[config.mk]
export PLATFORM = sky130hd
export DESIGN_NAME = sd_cic_decimator
export DESIGN_NICKNAME = d
export VERILOG_FILES = /design/src/rtl/sd_pkg.sv /design/src/rtl/cic_comb_stage.sv /design/src/rtl/sd_cic_decimator.sv
export SDC_FILE = /design/constraint.sdc
export NUM_CORES = 1
export LEC_CHECK = 0
export CORE_MARGIN = 2
export CORE_UTILIZATION = 63
export DETAILED_ROUTE_END_ITERATION = 6
export PLACE_DENSITY = 0.81
export RECOVER_POWER = 50
export SYNTH_ARGS = -nofsm -noshare
export SYNTH_HDL_FRONTEND = slang
export SYNTH_SLANG_ARGS = --single-unit
[constraint.sdc]
create_clock -name clk -period 6.45 [get_ports clk]
set_clock_uncertainty 0.2 [all_clocks]
set_input_delay 0.9675 -clock clk [delete_from_list [all_inputs] [get_ports clk]]
set_output_delay 0.9675 -clock clk [all_outputs]
set_load 0.005 [all_outputs]
[src/rtl/sd_pkg.sv]
// Shared CIC constants for the sigma-delta decimation path and its models.
package sd_pkg;

  localparam int unsigned CIC_ORDER = 3;

  // Accumulator width that holds R^3 as a signed value without loss.
  function automatic int unsigned cic_acc_w(input int unsigned log2r);
    return 2 + CIC_ORDER * log2r;
  endfunction

endpackage

[src/rtl/cic_comb_stage.sv]
// One CIC comb: dout = din - previous din, advanced only when in_valid pulses.
module cic_comb_stage #(
  parameter int unsigned W = 17
) (
  input  logic         clk,
  input  logic         reset,
  input  logic         in_valid,
  input  logic [W-1:0] din,
  output logic         out_valid,
  output logic [W-1:0] dout
);

  logic [W-1:0] z;

  always_ff @(posedge clk or posedge reset) begin
    if (reset) begin
      z         <= '0;
      dout      <= '0;
      out_valid <= 1'b0;
    end else begin
      out_valid <= in_valid;
      if (in_valid) begin
        dout <= din - z;
        z    <= din;
      end
    end
  end

endmodule

[src/rtl/sd_cic_decimator.sv]
// Third-order CIC decimator for a 1-bit sigma-delta stream, R = 2**LOG2R,
// with a single-entry valid/ready output register and sticky overrun flag.
module sd_cic_decimator
  import sd_pkg::*;
#(
  parameter int unsigned LOG2R = 5,
  parameter int unsigned OUT_W = 16
) (
  input  logic             clk,
  input  logic             reset,
  input  logic             bit_in,
  input  logic             bit_valid,
  output logic [OUT_W-1:0] sample_out,
  output logic             sample_valid,
  input  logic             sample_ready,
  output logic             overrun
);

  localparam int unsigned ACC_W = cic_acc_w(LOG2R);
  localparam int unsigned SHIFT = ACC_W - OUT_W;

  if (LOG2R < 2 || LOG2R > 8 || OUT_W > ACC_W) begin : g_param_check
    $error("sd_cic_decimator: LOG2R must be 2..8 and OUT_W <= ACC_W");
  end

  logic [ACC_W-1:0] x;
  logic [ACC_W-1:0] i1, i2, i3;
  logic [LOG2R-1:0] cnt;
  logic             strobe;

  assign x = bit_in ? ACC_W'(1) : '1;

  // Each integrator adds its predecessor's pre-update value (one-sample skew).
  always_ff @(posedge clk or posedge reset) begin
    if (reset) begin
      i1     <= '0;
      i2     <= '0;
      i3     <= '0;
      cnt    <= '0;
      strobe <= 1'b0;
    end else begin
      strobe <= bit_valid && (cnt == '1);
      if (bit_valid) begin
        i1  <= i1 + x;
        i2  <= i2 + i1;
        i3  <= i3 + i2;
        cnt <= cnt + LOG2R'(1);
      end
    end
  end

  // strobe is registered, so stage 1 sees i3 after the frame's last update.
  logic             c_valid [CIC_ORDER+1];
  logic [ACC_W-1:0] c_data  [CIC_ORDER+1];

  assign c_valid[0] = strobe;
  assign c_data[0]  = i3;

  for (genvar k = 0; k < CIC_ORDER; k++) begin : g_comb
    cic_comb_stage #(.W(ACC_W)) u_comb (
      .clk      (clk),
      .reset    (reset),
      .in_valid (c_valid[k]),
      .din      (c_data[k]),
      .out_valid(c_valid[k+1]),
      .dout     (c_data[k+1])
    );
  end

  logic signed [ACC_W-1:0] c3;
  logic        [OUT_W-1:0] scaled;

  assign c3     = c_data[CIC_ORDER];
  assign scaled = OUT_W'(c3 >>> SHIFT);

  always_ff @(posedge clk or posedge reset) begin
    if (reset) begin
      sample_out   <= '0;
      sample_valid <= 1'b0;
      overrun      <= 1'b0;
    end else if (c_valid[CIC_ORDER]) begin
      sample_out   <= scaled;
      sample_valid <= 1'b1;
      if (sample_valid && !sample_ready) overrun <= 1'b1;
    end else if (sample_ready) begin
      sample_valid <= 1'b0;
    end
  end

endmodule
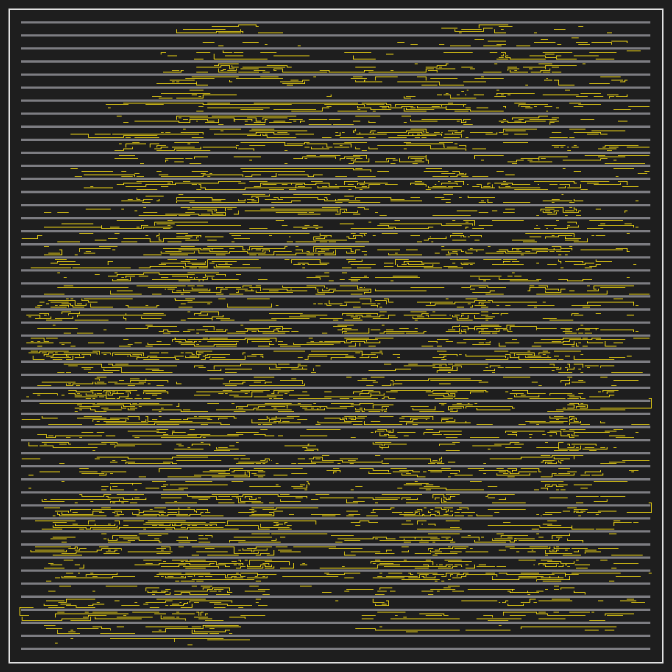
*Signal wires on met1*
Supply wires on this layer in gray.
longest straight run: 23.5 µm
wire length on this layer: 9040 µm
main direction: horizontal
share of all routed wire: 44%

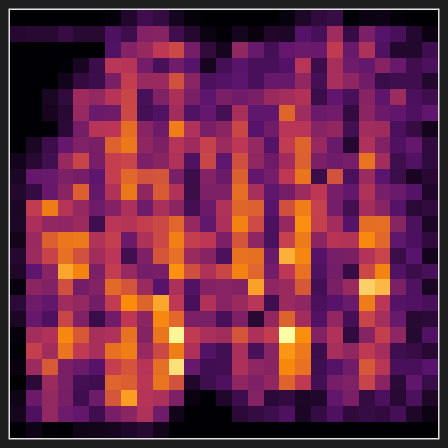
*Wire density map*
The die is cut into 27 by 27 equal tiles; black is low, pale yellow is high, scaled to the fullest tile. Values are wire area over tile area, all layers added.
nearly empty tiles: 9.1%
tiles over half the peak: 19%
emptiest ninth of the die: upper left
fullest tile: 0.56
Vias: 7871
Total Wirelength: 20800 µm

==> flow_summary_export.csv <==
group,metric,value,unit
setup_path,slowest_delay,1.42,ns
setup_path,critical_path_class,"flop to flop",
final_timing,rsz0062_at_grt,"false",
global_routing,grt_usage,0.237,
route,viasPerCell,5.77,
finish,layout-drive-gt1-share,0.121,
yosys,ff_type,"dfrtp_1",
floorplan,fp-utilization,0.640,
final_timing,min_period_over_period,0.645,
final_timing,drv_slew,236,
run_status,outcome,"finished, violations left",
clocking,clkLatencyLatePin,0.43,ns
yosys,yosysWarnings,0,
yosys,ys_top_cells_by_area,"dfrtp_1, ha_1, mux2_2",
clocking,cts_tree,"built",
clocking,htree_levels,4,
hold_path,worstHoldStart,"overrun",
setup_path,cp_data_required_time,6.55,ns
global_routing,busiest_layer,"met2",
finish,logic_area,0.00606,mm²
route,drcViolationCount,0,
placement,gp_congestion,0.855,
yosys,ys_async_sr_fraction,1.00,
yosys,yosys_area,0.0110,mm²
clocking,cts_hold_buf,0,
final_timing,totalNegativeSetupSlack,0,ns
finish,antenna_cells,0,
yosys,avgSynthCellArea,9.88,µm²
route,antenna_left,0,
run_status,failed_checks,"capacitance limit, slew limit",
placement,dp.cells,1331,
finish,inverters_excl_clock,81,
clocking,cts.sinks,179,
run,cap_violations,4,
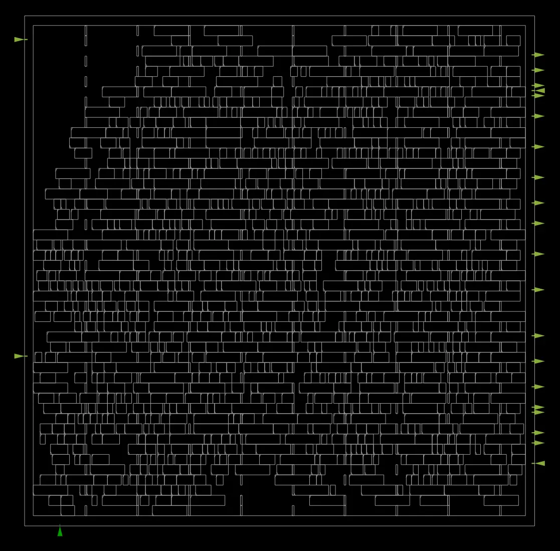
*Placement view*
Post-Layout Cell Count: 1363
post-layout util: 0.698
sequential share of cell area: 0.375
number of well taps: 225
registers: 179

[how the worst min path moves through the flow]
stage,to,slack [ns]
floorplan,g_comb[0].u_comb.out_valid,0.17
global placement,overrun,0.25
detailed placement,overrun,0.26
CTS,overrun,0.28
global route,overrun,0.30
finish,overrun,0.27
[cell families (layout without fill, tap and decap cells)]
logic type / count (synthesis) / in the layout / share of synthesized area
AOI/OAI and AO/OA: 294 / 294 / 0.169
xor gates and xnor gates: 78 / 78 / 0.0624
adders and majority gates: 102 / 102 / 0.121
buffers and inverters: 111 / 140 / 0.0380
DFF: 179 / 179 / 0.409
muxes: 86 / 86 / 0.0881
and+or+nand+nor: 259 / 259 / 0.113
